`config.mk`:
```
export PLATFORM = sky130hd
export DESIGN_NAME = pulse_tx_flat
export DESIGN_NICKNAME = d
export VERILOG_FILES = /design/src/rtl/pulse_tx_if.sv /design/src/rtl/pulse_tx.sv /design/src/flat_wrapper.sv
export SDC_FILE = /design/constraint.sdc
export NUM_CORES = 1
export LEC_CHECK = 0
export CAP_MARGIN = 10
export CELL_PAD_IN_SITES_DETAIL_PLACEMENT = 0
export CELL_PAD_IN_SITES_GLOBAL_PLACEMENT = 2
export CORE_ASPECT_RATIO = 1.4
export CORE_MARGIN = 1
export CORE_UTILIZATION = 36
export CTS_CLUSTER_SIZE = 14
export DETAILED_ROUTE_END_ITERATION = 8
export GPL_ROUTABILITY_DRIVEN = 1
export MAX_ROUTING_LAYER = met4
export PLACE_DENSITY_LB_ADDON = 0.1
export REMOVE_ABC_BUFFERS = 1
export SLEW_MARGIN = 20
export SYNTH_ARGS = -nofsm -noshare
export SYNTH_HDL_FRONTEND = slang
export SYNTH_SLANG_ARGS = --single-unit
```
`constraint.sdc`:
```
create_clock -name clock -period 3.2 [get_ports clock]
set_input_delay 0.96 -clock clock [delete_from_list [all_inputs] [get_ports clock]]
set_output_delay 0.96 -clock clock [all_outputs]
set_load 0.005 [all_outputs]
```
`src/rtl/pulse_tx_if.sv`:
```
// Byte handshake between a producer and the pulse transmitter.
// dav_ is an active-low strobe; rfd flags an idle transmitter.
interface pulse_tx_if;
  logic [7:0] data;
  logic       dav_;
  logic       rfd;

  modport master (
    output data,
    output dav_,
    input  rfd
  );

  modport slave (
    input  data,
    input  dav_,
    output rfd
  );
endinterface

```
`src/rtl/pulse_tx.sv`:
```
// Pulse-width serial transmitter: each bit is a space pulse
// (short = 1, long = 0) followed by a fixed mark gap, LSB first.
module pulse_tx #(
  parameter int SHORT_LEN = 4,
  parameter int LONG_LEN  = 13,
  parameter int GAP_LEN   = 20
) (
  input  logic       clock,
  input  logic       reset,
  pulse_tx_if.slave  bus,
  output logic       txd
);

  localparam logic [1:0] IDLE  = 2'd0;
  localparam logic [1:0] SPACE = 2'd1;
  localparam logic [1:0] MARK  = 2'd2;
  localparam logic [1:0] WAIT  = 2'd3;

  // counters hold remaining cycles minus one
  localparam logic [7:0] SHORT_CNT = 8'(SHORT_LEN - 1);
  localparam logic [7:0] LONG_CNT  = 8'(LONG_LEN - 1);
  localparam logic [7:0] GAP_CNT   = 8'(GAP_LEN - 1);

  logic [1:0] state;
  logic [7:0] cnt;
  logic [2:0] idx;
  logic [7:0] shreg;
  logic       rfd;

  function automatic logic [7:0] pulse_cnt(input logic b);
    return b ? SHORT_CNT : LONG_CNT;
  endfunction

  assign bus.rfd = rfd;

  always_ff @(posedge clock) begin
    if (reset) begin
      state <= IDLE;
      txd   <= 1'b1;
      rfd   <= 1'b1;
      idx   <= 3'd0;
      cnt   <= 8'd0;
      shreg <= 8'd0;
    end else begin
      unique case (state)
        IDLE: begin
          if (!bus.dav_) begin
            shreg <= bus.data;
            idx   <= 3'd0;
            cnt   <= pulse_cnt(bus.data[0]);
            txd   <= 1'b0;
            rfd   <= 1'b0;
            state <= SPACE;
          end
        end
        SPACE: begin
          if (cnt == 8'd0) begin
            cnt   <= GAP_CNT;
            txd   <= 1'b1;
            state <= MARK;
          end else begin
            cnt <= cnt - 8'd1;
          end
        end
        MARK: begin
          if (cnt != 8'd0) begin
            cnt <= cnt - 8'd1;
          end else if (idx == 3'd7) begin
            state <= WAIT;
          end else begin
            idx   <= idx + 3'd1;
            shreg <= shreg >> 1;
            cnt   <= pulse_cnt(shreg[1]);
            txd   <= 1'b0;
            state <= SPACE;
          end
        end
        WAIT: begin
          if (bus.dav_) begin
            rfd   <= 1'b1;
            state <= IDLE;
          end
        end
        default: state <= IDLE;
      endcase
    end
  end

endmodule

```
`src/flat_wrapper.sv`:
```
// flat-port wrapper written by rule: the top's interface ports become plain ports
module pulse_tx_flat 
#(
  parameter int SHORT_LEN = 4,
  parameter int LONG_LEN  = 13,
  parameter int GAP_LEN   = 20
)
  (clock, reset, txd, bus_data, bus_dav_, bus_rfd);
  pulse_tx_if bus_i ();
  input  logic clock;
  input  logic reset;
  output logic txd;
  input wire logic [$bits(bus_i.data)-1:0] bus_data;
  input wire logic [$bits(bus_i.dav_)-1:0] bus_dav_;
  output wire logic [$bits(bus_i.rfd)-1:0] bus_rfd;
  assign bus_i.data = bus_data;
  assign bus_i.dav_ = bus_dav_;
  assign bus_rfd = bus_i.rfd;
  pulse_tx #(.SHORT_LEN(SHORT_LEN), .LONG_LEN(LONG_LEN), .GAP_LEN(GAP_LEN)) u_core (.clock(clock), .reset(reset), .bus(bus_i), .txd(txd));
endmodule
```
==> COMMIT_EDITMSG <==
Record implementation results from latest flow run

* Final setup viols: 0
- Sum of overflow across all layers after global routing: 0
- Net count, final: 192
* H-tree depth reported by CTS: 1
* Ratio of cells with drive above 1 in the final layout: 10.5%
* Top delay family on crit path: AND-OR/OR-AND gates
- Warnings raised by the tools during the run amount to 29.
* Final Instance Area: 0.00151 mm^2
* Worst endpoint data arrival time: 2.79 ns
* Worst Setup End Kind: flop
- RSZ-0062 raised after global routing: no
- Yosys reports the multiplexer fraction of the synthesized area as 1.52%.
* Buffering stage count on the worst path with inverters included: 1
- Sequential fraction of design power: 30.2%
- In this run the full chip footprint comes out at 0.00390 mm^2.
- Clock Root Buffer: clkbuf_8
- The top cell type in the final layout, fill and taps aside, is nor2_1.
* RePlAce Congestion: 0.784
- Number of max-capacitance violations reported: 0
* Maximum clock frequency: 382 MHz
* Minimum setup slack among reg-to-reg paths: 1.01 ns
- Final routed DRC violation total: 0
- Maximum vdd drop: 412 uV
- Minimum setup slack after placement: 0.313 ns
- The count of buffers added on input and output ports is 12.
- The synthesized design devotes to its leading area cell type 33.5% of total area.
- Classification of the worst setup path: in -> reg
- Sequential power for this build is 448 uW.
- Looking at the power breakdown, combinational cells take 58.3% of the total.
- Delay contributed by the slowest stage of the critical path: 0.48 ns
- Yosys reports a chip area of 0.00131 mm^2.
* Sequential portion of the cell area: 29.1%
- Routed met2 length: 1.66 mm
- Post-synthesis instance area: 0.00131 mm^2
- Number of hold-repair buffers added at the cts stage: 0
* Setup TNS: 0 ns
- Counting along the longest clock path gives a buffer depth of 2.
- Horizontal extent of the die: 53.1 um
- Largest Pwr Group: combinational cells
- Clock network fraction of total power: 11.5%
- Number of non-filler instances in the completed layout: 211
- ClkCell Share: 2.73%
- Switching Fraction: 46.2%
- The report puts the cell count of the worst reg-to-reg path at 7.
* Flip-flop cell with the highest count after synthesis: dfxtp_1
- Via count normalized by instance count: 5.59
- Yosys warnings: 0
- Cell count after placement: 208
- Met1 layer wirelength in the final routing: 1.29 mm
- In the synthesized netlist, the number of instances is 159.
- FF-to-FF End: u_core.cnt[2]
* Worst r2r src: u_core.state[0]
* Synthesis-to-layout area growth: 15.1%
- The worst setup path is launched from an input pin.
- Ys async rst share: 0%
- First-pass GRT wire length: 5.11 mm
- Most used standard cell by instance count after synthesis: nor2_1
* Sequential area share after synthesis: 33.5%
- The first routing iteration left 35 violations.
* Antenna-violating nets left: 0
- Signal inverters: 8
- Number of flip-flops in the largest register: 8
- Num CTS Buffers: 3
* Pint: 796 uW
- Cell class ranked first by area: logic gates
- Leaving out the clock tree, the finished layout contains a buffer count of 14.
* Power in the clock group: 170 uW
- Combinational share of cell area: 53.9%
* Run status: completed
* Number of clock sinks seen by CTS: 22
* Number of global-route vias before repair: 1150
- Register bit count reported by yosys: 22
* Area of combinational cells with multiple inputs: 816 um^2
* Count of final hold-check violations: 0
- Ordered list of cells on the worst path: clkdlybuf4s50_1 -> a21o_1 -> a41oi_1 -> o21ai_0 -> or3_1 -> o221ai_1
- The floorplan has 25 rows.
- There are 22 flip-flops and latches.
- For the worst min-delay path, the startpoint reported by OpenROAD is u_core.idx[2].
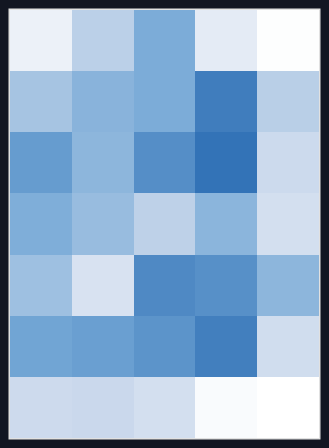
cell_density.png
The die is cut into 5 by 7 equal tiles; white is low, dark blue is high, 0 to 100% covered.
nearly empty tiles: 5.7%
fullest tile: 73%
mean over tiles: 38%
initial cell density of the core: 38.2%
core box area: 0.00344 mm^2
post-route core utilization: 44.0%

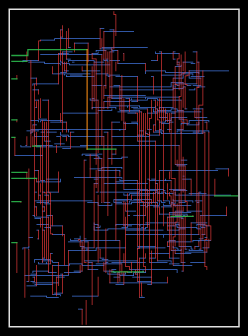
wires.png
| layer | color | wire length |
|---|---|---|
| metal 3 | green | 63.9 um |
| metal 2 | red | 1660 um |
| metal 1 | blue | 1290 um |
| metal 4 | orange | 23.1 um |
number of vias after detailed routing: 1179
WL/cell: 14.4 um
Routed Wire Length: 3.03 mm
overall global routing resource usage: 18.3%

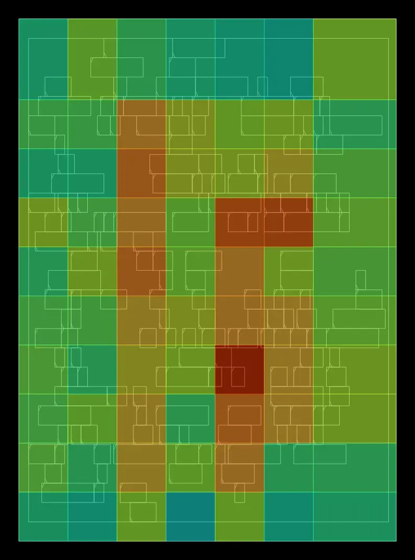
congestion.png
GRT busiest layer: met2
routing usage on met3: 1.86%
met1 global-route usage: 19.0%
met2 Use GR: 34.3%

Power figures rest on the tool's default switching activity, not on a simulated workload.
